==> images/m2.png <==
(3 px per µm)
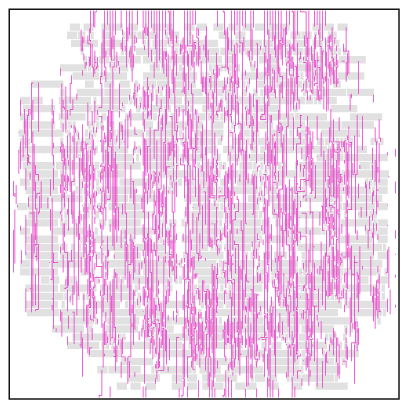
==> images/pinout.png <==
(4 px per µm) Pins as bars across the die edge, other pins in grey.
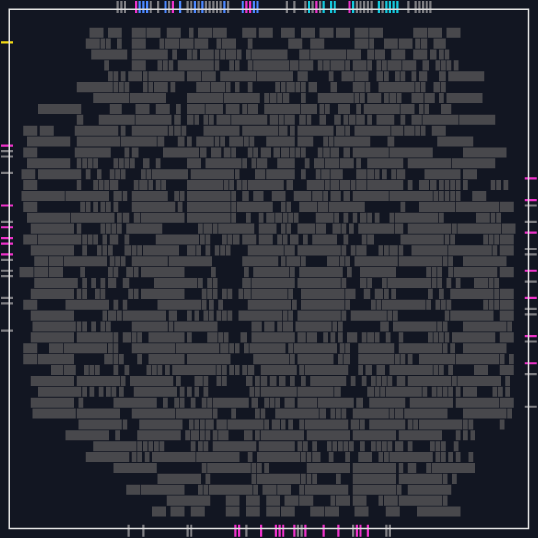
==> images/closeup.png <==
Window x 45 to 85, y 45 to 85 µm. Cells in grey, sequential cells in the stronger grey; small squares are vias.
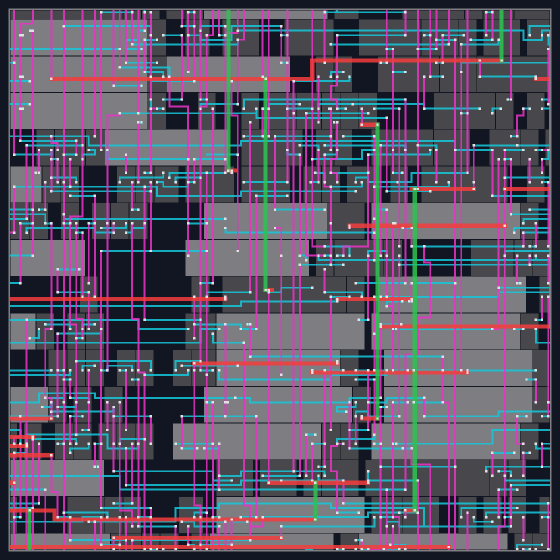
File: config.mk
export PLATFORM = sky130hd
export DESIGN_NAME = instr_issue_flat
export DESIGN_NICKNAME = d
export VERILOG_FILES = /design/src/rtl/instr_issue_if.sv /design/src/rtl/instr_issue.sv /design/src/flat_wrapper.sv
export SDC_FILE = /design/constraint.sdc
export NUM_CORES = 1
export LEC_CHECK = 0
export ABC_AREA = 1
export CORE_MARGIN = 2
export CORE_UTILIZATION = 55
export CTS_CLUSTER_SIZE = 14
export DETAILED_ROUTE_END_ITERATION = 8
export PLACE_DENSITY = 0.8
export SLEW_MARGIN = 15
export SYNTH_ARGS = -nofsm -noshare
export SYNTH_HDL_FRONTEND = slang
export SYNTH_SLANG_ARGS = --single-unit
File: constraint.sdc
create_clock -name clk -period 3.05 [get_ports clk]
set_input_delay 0.305 -clock clk [delete_from_list [all_inputs] [get_ports clk]]
set_output_delay 0.305 -clock clk [all_outputs]
set_load 0.05 [all_outputs]
File: src/rtl/instr_issue_if.sv
`default_nettype none
// ============================================================================
//  Module   : instr_issue_if
//  Purpose  : Fetch-side and decoder-side signal bundle of the instruction
//             issue front end (instruction memory port, decoder handshake,
//             retire feedback).
//  Revision : 1.0  initial release
// ============================================================================
interface instr_issue_if #(
  parameter int BUS_WIDTH    = 32,
  parameter int OPCODE_WIDTH = 11,
  parameter int IMEM_AW      = 10
) ();
  logic                    imem_req;
  logic [IMEM_AW-1:0]      imem_addr;
  logic                    imem_rvalid;
  logic [BUS_WIDTH-1:0]    imem_rdata;
  logic                    instr_valid;
  logic [BUS_WIDTH-1:0]    instr;
  logic                    next_instr;
  logic                    ex_done;
  logic [OPCODE_WIDTH-1:0] ex_opcode;
  logic [OPCODE_WIDTH-1:0] op_done;

  // Issue unit side
  modport master (
    output imem_req, imem_addr, instr_valid, instr, op_done,
    input  imem_rvalid, imem_rdata, next_instr, ex_done, ex_opcode
  );

  // Memory / decoder / execute side
  modport slave (
    input  imem_req, imem_addr, instr_valid, instr, op_done,
    output imem_rvalid, imem_rdata, next_instr, ex_done, ex_opcode
  );
endinterface
`default_nettype wire

File: src/rtl/instr_issue.sv
`default_nettype none
// ============================================================================
//  Module   : instr_issue
//  Purpose  : Instruction fetch/issue front end. Fetches words from
//             instruction memory (one fetch in flight) into a small FIFO,
//             presents them to the decoder, limits issued-not-retired
//             instructions and reports the last retired opcode.
//  Options  : ISSUE_PERF_EN - adds perf_issued / perf_stall counters.
//  Revision : 1.0  initial release
// ============================================================================
module instr_issue #(
  parameter int BUS_WIDTH       = 32,
  parameter int OPCODE_WIDTH    = 11,
  parameter int IMEM_AW         = 10,
  parameter int FIFO_DEPTH      = 4,
  parameter int MAX_OUTSTANDING = 2,
  parameter int RESET_PC        = 0
) (
  input  logic               clk,
  input  logic               rst_n,
  input  logic               start,
  input  logic               flush,
  input  logic [IMEM_AW-1:0] flush_pc,
  output logic               busy,
`ifdef ISSUE_PERF_EN
  output logic [31:0]        perf_issued,
  output logic [31:0]        perf_stall,
`endif
  instr_issue_if.master      bus
);

  localparam int c_CNT_W = $clog2(FIFO_DEPTH + 1);
  localparam int c_PTR_W = $clog2(FIFO_DEPTH);
  localparam int c_OUT_W = $clog2(MAX_OUTSTANDING + 1);
  localparam logic [c_CNT_W-1:0] c_DEPTH    = c_CNT_W'(FIFO_DEPTH);
  localparam logic [c_OUT_W-1:0] c_MAX_OUT  = c_OUT_W'(MAX_OUTSTANDING);
  localparam logic [IMEM_AW-1:0] c_RESET_PC = IMEM_AW'(RESET_PC);

  localparam logic [1:0] c_IDLE  = 2'd0;
  localparam logic [1:0] c_REQ   = 2'd1;
  localparam logic [1:0] c_WAIT  = 2'd2;
  localparam logic [1:0] c_DRAIN = 2'd3;

  logic [1:0]              r_state, w_state_next;
  logic [IMEM_AW-1:0]      r_pc;
  logic [BUS_WIDTH-1:0]    r_mem [FIFO_DEPTH];
  logic [c_PTR_W-1:0]      r_wr_ptr, r_rd_ptr, w_rd_ptr_next;
  logic [c_CNT_W-1:0]      r_count, w_count_next;
  logic [c_OUT_W-1:0]      r_outstanding, w_out_next;
  logic                    r_instr_valid;
  logic [BUS_WIDTH-1:0]    r_instr, w_head_next;
  logic [OPCODE_WIDTH-1:0] r_op_done;
  logic                    w_space, w_req, w_fifo_wr, w_xfer, w_retire;

  // Space is reserved before requesting, so a reply can never hit a full FIFO.
  assign w_space  = (r_count < c_DEPTH);
  assign w_xfer   = r_instr_valid & bus.next_instr;
  assign w_retire = bus.ex_done & (r_outstanding != '0);

  // FSM state register
  always_ff @(posedge clk or negedge rst_n) begin
    if (!rst_n) r_state <= c_IDLE;
    else        r_state <= w_state_next;
  end

  // FSM next state; a flush with the reply still pending must drain it first
  always_comb begin
    w_state_next = r_state;
    unique case (r_state)
      c_IDLE:  if (start) w_state_next = c_REQ;
      c_REQ:   if (!flush && w_space) w_state_next = c_WAIT;
      c_WAIT:  begin
        if (flush)                 w_state_next = bus.imem_rvalid ? c_REQ : c_DRAIN;
        else if (bus.imem_rvalid)  w_state_next = c_REQ;
      end
      // Staying in DRAIN on a repeated flush keeps the stale reply from
      // being taken as the answer to a newer request.
      c_DRAIN: if (bus.imem_rvalid) w_state_next = c_REQ;
      default: w_state_next = c_IDLE;
    endcase
  end

  // FSM outputs: fetch request, FIFO write strobe, busy
  always_comb begin
    w_req     = (r_state == c_REQ) && w_space && !flush;
    w_fifo_wr = (r_state == c_WAIT) && bus.imem_rvalid && !flush;
    busy      = (r_state != c_IDLE);
  end

  assign bus.imem_req  = w_req;
  assign bus.imem_addr = r_pc;

  // Next FIFO occupancy, read pointer, outstanding count and head word
  always_comb begin
    unique case ({w_fifo_wr, w_xfer})
      2'b10:   w_count_next = r_count + c_CNT_W'(1);
      2'b01:   w_count_next = r_count - c_CNT_W'(1);
      default: w_count_next = r_count;
    endcase
    w_rd_ptr_next = r_rd_ptr + c_PTR_W'(w_xfer);
    if (flush) begin
      w_count_next  = '0;
      w_rd_ptr_next = '0;
    end
    w_out_next = r_outstanding;
    if (w_xfer && !w_retire)      w_out_next = r_outstanding + c_OUT_W'(1);
    else if (!w_xfer && w_retire) w_out_next = r_outstanding - c_OUT_W'(1);
    // The word being written becomes the head when it lands in the slot the
    // read pointer will point at (FIFO empty after this cycle's read).
    if (w_fifo_wr && (r_wr_ptr == w_rd_ptr_next)) w_head_next = bus.imem_rdata;
    else                                          w_head_next = r_mem[w_rd_ptr_next];
  end

  // FIFO storage (no reset needed; validity comes from the count)
  always_ff @(posedge clk) begin
    if (w_fifo_wr) r_mem[r_wr_ptr] <= bus.imem_rdata;
  end

  // Fetch PC, FIFO pointers, outstanding count and registered decoder outputs
  always_ff @(posedge clk or negedge rst_n) begin
    if (!rst_n) begin
      r_pc          <= c_RESET_PC;
      r_wr_ptr      <= '0;
      r_rd_ptr      <= '0;
      r_count       <= '0;
      r_outstanding <= '0;
      r_instr_valid <= 1'b0;
      r_instr       <= '0;
      r_op_done     <= '0;
    end else begin
      if (flush)      r_pc <= flush_pc;
      else if (w_req) r_pc <= r_pc + IMEM_AW'(1);
      if (flush)          r_wr_ptr <= '0;
      else if (w_fifo_wr) r_wr_ptr <= r_wr_ptr + c_PTR_W'(1);
      r_rd_ptr      <= w_rd_ptr_next;
      r_count       <= w_count_next;
      r_outstanding <= w_out_next;
      r_instr_valid <= (w_count_next != '0) && (w_out_next < c_MAX_OUT);
      if (w_count_next != '0) r_instr <= w_head_next;
      if (bus.ex_done) r_op_done <= bus.ex_opcode;
    end
  end

  assign bus.instr_valid = r_instr_valid;
  assign bus.instr       = r_instr;
  assign bus.op_done     = r_op_done;

`ifdef ISSUE_PERF_EN
  logic        w_stall;
  logic [31:0] r_perf_issued, r_perf_stall;

  assign w_stall = ((r_count != '0) && !r_instr_valid) || (r_instr_valid && !bus.next_instr);

  // Saturating event counters; flush does not clear them
  always_ff @(posedge clk or negedge rst_n) begin
    if (!rst_n) begin
      r_perf_issued <= '0;
      r_perf_stall  <= '0;
    end else begin
      if (w_xfer && (r_perf_issued != '1))  r_perf_issued <= r_perf_issued + 32'd1;
      if (w_stall && (r_perf_stall != '1))  r_perf_stall  <= r_perf_stall + 32'd1;
    end
  end

  assign perf_issued = r_perf_issued;
  assign perf_stall  = r_perf_stall;
`endif

endmodule
`default_nettype wire
File: src/flat_wrapper.sv
// flat-port wrapper written by rule: the top's interface ports become plain ports
module instr_issue_flat 
#(
  parameter int BUS_WIDTH       = 32,
  parameter int OPCODE_WIDTH    = 11,
  parameter int IMEM_AW         = 10,
  parameter int FIFO_DEPTH      = 4,
  parameter int MAX_OUTSTANDING = 2,
  parameter int RESET_PC        = 0
)
  (clk, rst_n, start, flush, flush_pc, busy, bus_imem_req, bus_imem_addr, bus_instr_valid, bus_instr, bus_op_done, bus_imem_rvalid, bus_imem_rdata, bus_next_instr, bus_ex_done, bus_ex_opcode);
  instr_issue_if #(.BUS_WIDTH(BUS_WIDTH), .OPCODE_WIDTH(OPCODE_WIDTH), .IMEM_AW(IMEM_AW)) bus_i ();
  input  logic clk;
  input  logic rst_n;
  input  logic start;
  input  logic flush;
  input  logic [IMEM_AW-1:0] flush_pc;
  output logic busy;
  output wire logic [$bits(bus_i.imem_req)-1:0] bus_imem_req;
  output wire logic [$bits(bus_i.imem_addr)-1:0] bus_imem_addr;
  output wire logic [$bits(bus_i.instr_valid)-1:0] bus_instr_valid;
  output wire logic [$bits(bus_i.instr)-1:0] bus_instr;
  output wire logic [$bits(bus_i.op_done)-1:0] bus_op_done;
  input wire logic [$bits(bus_i.imem_rvalid)-1:0] bus_imem_rvalid;
  input wire logic [$bits(bus_i.imem_rdata)-1:0] bus_imem_rdata;
  input wire logic [$bits(bus_i.next_instr)-1:0] bus_next_instr;
  input wire logic [$bits(bus_i.ex_done)-1:0] bus_ex_done;
  input wire logic [$bits(bus_i.ex_opcode)-1:0] bus_ex_opcode;
  assign bus_imem_req = bus_i.imem_req;
  assign bus_imem_addr = bus_i.imem_addr;
  assign bus_instr_valid = bus_i.instr_valid;
  assign bus_instr = bus_i.instr;
  assign bus_op_done = bus_i.op_done;
  assign bus_i.imem_rvalid = bus_imem_rvalid;
  assign bus_i.imem_rdata = bus_imem_rdata;
  assign bus_i.next_instr = bus_next_instr;
  assign bus_i.ex_done = bus_ex_done;
  assign bus_i.ex_opcode = bus_ex_opcode;
  instr_issue #(.BUS_WIDTH(BUS_WIDTH), .OPCODE_WIDTH(OPCODE_WIDTH), .IMEM_AW(IMEM_AW), .FIFO_DEPTH(FIFO_DEPTH), .MAX_OUTSTANDING(MAX_OUTSTANDING), .RESET_PC(RESET_PC)) u_core (.clk(clk), .rst_n(rst_n), .start(start), .flush(flush), .flush_pc(flush_pc), .busy(busy), .bus(bus_i));
endmodule
==> out/metrics.yaml <==
logic_synthesis:
  synthArstFlopShare: 0.337
  synth_area_per_cell_um2: 9.54
  ys_chip_area_um2: 8660
  synthSimpleGateAreaFrac: 0.285
  synthCells: 907
  xor_share: 0.00607
status:
  status: "finished clean"
cts:
  cts_resized: 0
  clk_pin_slew_ns: 0.06
  cts_max_level: 4
setup_path:
  endpoint: "bus_imem_req"
  reg2reg_depth: 13
  crit_arrival_ns: 2.29
  path_buffers: 5
sta:
  post-route-period-util: 0.850
  finalSetupViolCount: 0
cells_and_area:
  layout_top_cell: "nand2_1"
  nMultiInputCombCells: 638
  clk_share: 0.0556
placement:
  dp_slack_ns: 0.138
die:
  tap_cells: 211
  dieArea_um2: 16800
power_and_ir_drop:
  p_comb_mw: 2.89
  p_clk_frac: 0.257
  max-vdd-ir-drop_mv: 0.515
  seq_power_mw: 3.40
  power.group.top: "registers"
drt:
  wl_per_cell_um: 16.3
  vias_per_cell: 5.30
Notes on m2.png above:
main direction: vertical
longest straight run: 52.0 µm
wire length on this layer: 10500 µm
nets with wire on the layer: 849

Notes on pinout.png above:
[magenta] `bus_instr` | pins: 32 | direction: output | edge: 13 bottom, 7 right, 6 top, 6 left
[cyan] `flush_pc` | pins: 10 | direction: input | edge: top
[blue] `bus_op_done` | pins: 11 | direction: output | edge: top
[yellow] `clk` | pins: 1 | direction: input | edge: left
all pins by edge: 59 top, 23 bottom, 17 right, 17 left
Die Y: 129 µm
number of port buffers: 115
Die W: 129 µm

Notes on closeup.png above:
[cyan] M1
[green] M4
[magenta] M2
[red] M3
most frequent: nand2_1 (66), edfxtp_1 (15), buf_4 (11)
cells with their middle in the window: 131
netlist names of flops here include: `u_core.r_mem` (15), `u_core.bus.instr` (3), `u_core.r_rd_ptr` (2)
sequential cells in the window: 20

-- routing by layer --
layer / wire length [µm] / GRT usage / up-vias
li1: - / - / 3190
met1: 8340 / 0.324 / 3162
met2: 10500 / 0.442 / 230
met3: 1100 / 0.0528 / 42
met4: 453 / 0.0974 / 0
met5: 0 / 0 / -
-- Yosys cell counts (3+ instances only) --
library cell / instances
o21ai_0: 10
a21oi_1: 5
nand2_2: 3
xnor2_1: 4
clkbuf_1: 9
nor2_1: 19
nand3_1: 43
buf_4: 14
nand2_1: 490
ha_1: 10
inv_2: 3
inv_1: 27
buf_6: 4
edfxtp_1: 128
dfrtp_1: 65
buf_2: 15
o211ai_1: 4
nand4_1: 33
-- timing repair --
action / 4_1_cts / 5_1_grt
hold endpoints to repair: 26 / 0
hold buffers: 1 / 0
buffers inserted: 0 / 0
